--- src/rtl/down_counter_timer_pkg.sv ---
// Shared definitions for the countdown timer.
// Holds the FSM state encoding and the default parameter values used by
// down_counter_timer and its tick_prescaler.
package down_counter_timer_pkg;

    typedef enum logic [1:0] {
        ST_IDLE,
        ST_RUN,
        ST_PAUSED,
        ST_DONE
    } timer_state_e;

    localparam int unsigned DEFAULT_W        = 4;
    localparam int unsigned DEFAULT_PRESCALE = 1;
    localparam int unsigned DEFAULT_PW       = 8;

endpackage

--- src/rtl/down_counter_timer_tick_prescaler.sv ---
// tick_prescaler: divides the clock into decrement ticks.
//   clk     - clock, posedge
//   reset   - synchronous, active-low
//   clear   - force the prescaler counter back to 0 (wins over enable)
//   enable  - advance the prescaler this cycle
//   tick    - high while the counter sits at PRESCALE-1; the counter wraps to
//             0 on the next enabled edge. Consumers gate it with their own
//             enable condition.
module tick_prescaler
    import down_counter_timer_pkg::*;
#(
    parameter int unsigned PRESCALE = DEFAULT_PRESCALE,
    parameter int unsigned PW       = DEFAULT_PW
) (
    input  logic clk,
    input  logic reset,
    input  logic clear,
    input  logic enable,
    output logic tick
);

    localparam logic [PW-1:0] LAST = PW'(PRESCALE - 1);

    logic [PW-1:0] cnt_q, cnt_d;

    assign tick = (cnt_q == LAST);

    always_comb begin
        cnt_d = cnt_q;
        if (clear) begin
            cnt_d = '0;
        end else if (enable) begin
            cnt_d = tick ? '0 : cnt_q + 1'b1;
        end
    end

    always_ff @(posedge clk) begin
        if (!reset) begin
            cnt_q <= '0;
        end else begin
            cnt_q <= cnt_d;
        end
    end

endmodule

--- src/rtl/down_counter_timer.sv ---
// down_counter_timer: programmable countdown timer with one-shot or
// auto-reload operation.
//   clk          - clock, posedge
//   reset        - synchronous, active-low
//   load         - capture load_value into count and reload register
//   load_value   - value to load (W bits)
//   start        - begin countdown from IDLE or DONE
//   pause        - level, freezes an active countdown
//   auto_reload  - level, 1 = periodic, 0 = one-shot (sampled at expiry)
//   count        - current count (registered)
//   expired      - one-cycle pulse per expiry (registered)
//   busy         - high in RUN or PAUSED (registered)
module down_counter_timer
    import down_counter_timer_pkg::*;
#(
    parameter int unsigned W        = DEFAULT_W,
    parameter int unsigned PRESCALE = DEFAULT_PRESCALE,
    parameter int unsigned PW       = DEFAULT_PW
) (
    input  logic         clk,
    input  logic         reset,
    input  logic         load,
    input  logic [W-1:0] load_value,
    input  logic         start,
    input  logic         pause,
    input  logic         auto_reload,
    output logic [W-1:0] count,
    output logic         expired,
    output logic         busy
);

    timer_state_e state_q, state_d;
    logic [W-1:0] count_q, count_d;
    logic [W-1:0] reload_q, reload_d;
    logic         expired_q, expired_d;
    logic         busy_q, busy_d;

    logic [W-1:0] start_val;
    logic         presc_clear;
    logic         presc_enable;
    logic         tick;

    tick_prescaler #(
        .PRESCALE (PRESCALE),
        .PW       (PW)
    ) u_prescaler (
        .clk    (clk),
        .reset  (reset),
        .clear  (presc_clear),
        .enable (presc_enable),
        .tick   (tick)
    );

    always_comb begin
        state_d      = state_q;
        count_d      = count_q;
        reload_d     = reload_q;
        expired_d    = 1'b0;
        presc_clear  = 1'b0;
        presc_enable = 1'b0;
        start_val    = (state_q == ST_DONE) ? reload_q : count_q;

        if (load) begin
            reload_d    = load_value;
            count_d     = load_value;
            presc_clear = 1'b1;
            state_d     = ST_IDLE;
        end else begin
            unique case (state_q)
                ST_IDLE, ST_DONE: begin
                    if (start) begin
                        count_d = start_val;
                        if (start_val != '0) begin
                            state_d     = ST_RUN;
                            presc_clear = 1'b1;
                        end else begin
                            expired_d = 1'b1;
                            state_d   = ST_DONE;
                        end
                    end
                end
                ST_RUN, ST_PAUSED: begin
                    // The edge that releases pause counts as a running edge,
                    // so a pause of N cycles delays expiry by exactly N.
                    if (pause) begin
                        state_d = ST_PAUSED;
                    end else begin
                        state_d      = ST_RUN;
                        presc_enable = 1'b1;
                        if (tick) begin
                            if (count_q > W'(1)) begin
                                count_d = count_q - 1'b1;
                            end else begin
                                expired_d = 1'b1;
                                if (auto_reload) begin
                                    count_d = reload_q;
                                end else begin
                                    count_d = '0;
                                    state_d = ST_DONE;
                                end
                            end
                        end
                    end
                end
                default: state_d = ST_IDLE;
            endcase
        end

        busy_d = (state_d == ST_RUN) || (state_d == ST_PAUSED);
    end

    always_ff @(posedge clk) begin
        if (!reset) begin
            state_q   <= ST_IDLE;
            count_q   <= '0;
            reload_q  <= '0;
            expired_q <= 1'b0;
            busy_q    <= 1'b0;
        end else begin
            state_q   <= state_d;
            count_q   <= count_d;
            reload_q  <= reload_d;
            expired_q <= expired_d;
            busy_q    <= busy_d;
        end
    end

    assign count   = count_q;
    assign expired = expired_q;
    assign busy    = busy_q;

endmodule

--- config.mk ---
export PLATFORM = sky130hd
export DESIGN_NAME = down_counter_timer
export DESIGN_NICKNAME = d
export VERILOG_FILES = /design/src/rtl/down_counter_timer_pkg.sv /design/src/rtl/down_counter_timer_tick_prescaler.sv /design/src/rtl/down_counter_timer.sv
export SDC_FILE = /design/constraint.sdc
export NUM_CORES = 1
export LEC_CHECK = 0
export ABC_AREA = 1
export CAP_MARGIN = 40
export CORE_ASPECT_RATIO = 1.25
export CORE_MARGIN = 1
export CORE_UTILIZATION = 54
export CTS_CLUSTER_DIAMETER = 80
export CTS_CLUSTER_SIZE = 8
export DETAILED_ROUTE_END_ITERATION = 12
export GPL_TIMING_DRIVEN = 0
export PLACE_DENSITY_LB_ADDON = 0.3
export SLEW_MARGIN = 20
export SYNTH_ARGS = -nofsm -noshare
export SYNTH_HDL_FRONTEND = slang
export SYNTH_SLANG_ARGS = --single-unit
--- constraint.sdc ---
create_clock -name clk -period 3.3 [get_ports clk]
set_clock_uncertainty 0.1 [all_clocks]
set_input_delay 0.66 -clock clk [delete_from_list [all_inputs] [get_ports clk]]
set_output_delay 0.66 -clock clk [all_outputs]
set_load 0.05 [all_outputs]
==> impl_metrics.tcl <==
# yosys + openroad results
set metrics [dict create \
    crit_slowest_cell "clkdlybuf4s50_1" \
    numSynthFlops 20 \
    fin_cells 236 \
    grt.overflow.total 0 \
    cp_cell_sequence "clkdlybuf4s50_1" \
    outcome "complete, no violations" \
    edf_count 0 \
    dp_hpwl_mm 2.15 \
    stdcell_area_um2 1410 \
    power_density_nw_per_um2 407 \
    chipArea_um2 2430 \
    topCombFamilyByArea "simple AND/OR/NAND/NOR gates" \
    rsz0062_at_grt "false" \
    fmax_mhz 426 \
    syn_avg_cell_area_um2 6.38 \
    ys_sh_aoi_pct 11.9 \
    die_w_um 44.3 \
    slew_violations 0 \
    hold_path_class "reg2reg" \
    ff_type "dfxtp_1" \
    layout-drive-gt1-share_pct 6.80 \
    hold_viol 0 \
    top_cell_area_share_pct 33.2 \
    ys_types 22 \
    drt_iter0_markers 29 \
    grt_pass1_vias 1163 \
    hold_path_end "reload_q[3]$_SDFFE_PN0P_" \
    final_net_count 223 \
    drcViolationCount 0 \
    worst_slack_ps 954 \
    largest_area_cell "dfxtp_1" \
    synth_seq_share_pct 33.2 \
    ys_sh_adder_pct 5.19 \
    timing.rr.start "state_q[0]$_SDFF_PN0_" \
    ios 16 \
    pre_cts_slack_ps 1130 \
    async_flop_share_pct 0 \
    r2r_slack_ps 1480 \
    area_growth_pct 16.6 \
    area_leaders "dfxtp_1, nand2_1, nor2_1" \
    ys_sh_simple_pct 38.5 \
    drv_cap 0 \
    place_area_um2 1380 \
    cts_tree "done" \
    top_cell "nand2_1" \
    setup_viol 0 \
    ys_sh_mux_pct 0 \
    path_buffers 1 \
    min_from "reload_q[3]$_SDFFE_PN0P_" \
    tightest_slew_ps 495 \
    openroad.warnings 28 \
    grt_pass1_wl_mm 4.59 \
    yosys_warnings 0 \
    whs_path_depth 2 \
    finish.utilization_pct 68.6 \
    cts_sinks 20 \
    portBuffers 14 \
    wl_mm 2.73 \
    worstPathMaxFanout 6 \
    yosys-top-cells-count "nand2_1, nor2_1, inv_1" \
    syn_nets 204 \
    slew_headroom_pct 66.9 \
    hold_slack_ps 396 \
    htreeDepth 1 \
    finalCritPeriodShare_pct 71.1 \
    gp_congestion 0.929 \
    ys_area_um2 1200 \
    cts.clk_slew.worst_paths_ps 100 \
    postCtsHoldBufs 0 \
    ant_nets 0 \
    reg2reg_depth 6 \
    vdd_drop_max_mv 0.324 \
    worstSetupPathType "reg2out" \
    cpPeakStageDelay_ps 840 \
    post_drt_via_cell_ratio 5.27 \
]
==> final cells by class <==
class / count / area, um2
multi-input cells: 143 / 706
fillers: 187 / 644
flip-flops and latches: 20 / 400
repair buffers: 14 / 140
inverters: 25 / 93.8
well taps: 30 / 37.5
clock buffers: 3 / 22.5
plain buffers: 1 / 5.00
==> worst max-delay path by stage <==
stage                                startpoint                    end  slack (ps)  depth (start not counted)
after floorplan           count[0]$_SDFFE_PN0P_  count[3]$_SDFFE_PN0P_        1470                          8
after global placement                    pause  count[3]$_SDFFE_PN0P_        1220                          9
after detailed placement                  pause  count[3]$_SDFFE_PN0P_        1130                          8
after CTS                 count[2]$_SDFFE_PN0P_               count[2]         950                          1
after global routing      count[2]$_SDFFE_PN0P_               count[2]         900                          1
final                     count[3]$_SDFFE_PN0P_               count[3]         950                          1
==> logic make-up after synthesis <==
logic type,count (synthesis)
xor gates and xnor gates,4
DFF,20
AOI/OAI and AO/OA,28
and+or+nand+nor,106
buffers and inverters,26
adders and majority gates,5
==> metal layers <==
| metal | track usage (%) | part of all wire, % | up-vias |
|---|---|---|---|
| li1 | - | - | 637 |
| met1 | 26.9 | 41 | 559 |
| met2 | 49.0 | 52 | 36 |
| met3 | 2.97 | 3.2 | 11 |
| met4 | 14.6 | 3.8 | 0 |
| met5 | 0 | 0 | - |
==> sequential cells by signal, indices dropped and copies added (netlist names) <==
signal             cells
busy                   1
expired                1
state_q                2
reload_q               4
u_prescaler.cnt_q      8
count                  4
==> power breakdown <==
group          leakage, nW  total, mW  switching [mW]  internal [mW]
registers            0.163      0.268          0.0126          0.255
logic                0.426      0.190           0.126         0.0645
clock network       0.0138      0.114          0.0718         0.0426
total                0.603      0.573           0.210          0.362
**The metal 1 layer**

Cells faint in the background.
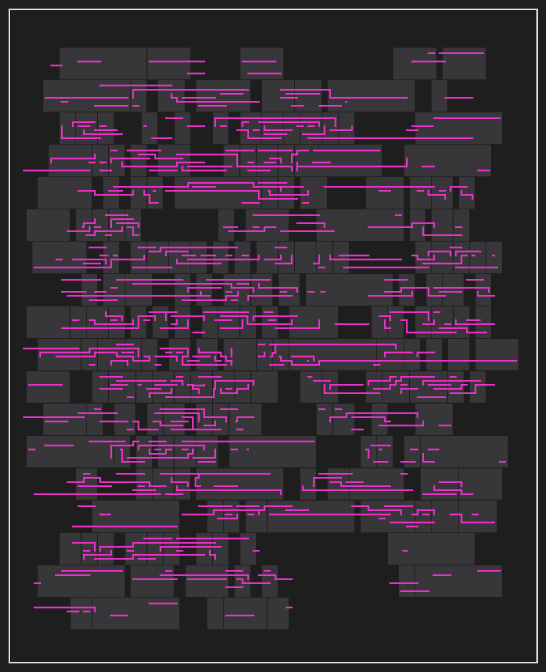
The layer holds 41% of the routed length. The layer carries 1120 um of wire. The wires run mostly horizontal.

**Metal 2**

Scale bar: 10 um.
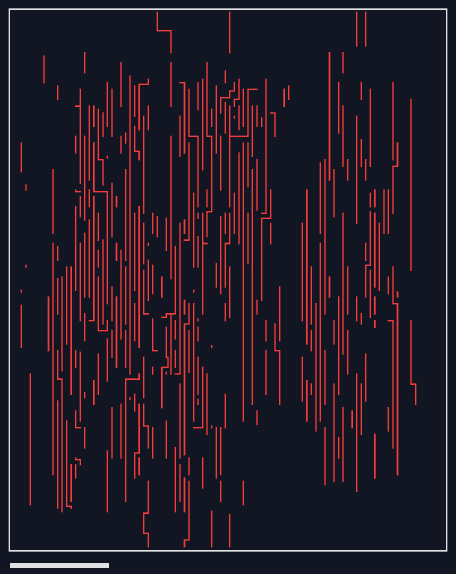
176 nets have wire on it. The longest straight run is 30.3 um. The layer carries 1420 um of wire.
vias post-DR: 1243
M2 GR Usage: 49.0%

No activity file was given, so power comes from the tool's default toggle rates.
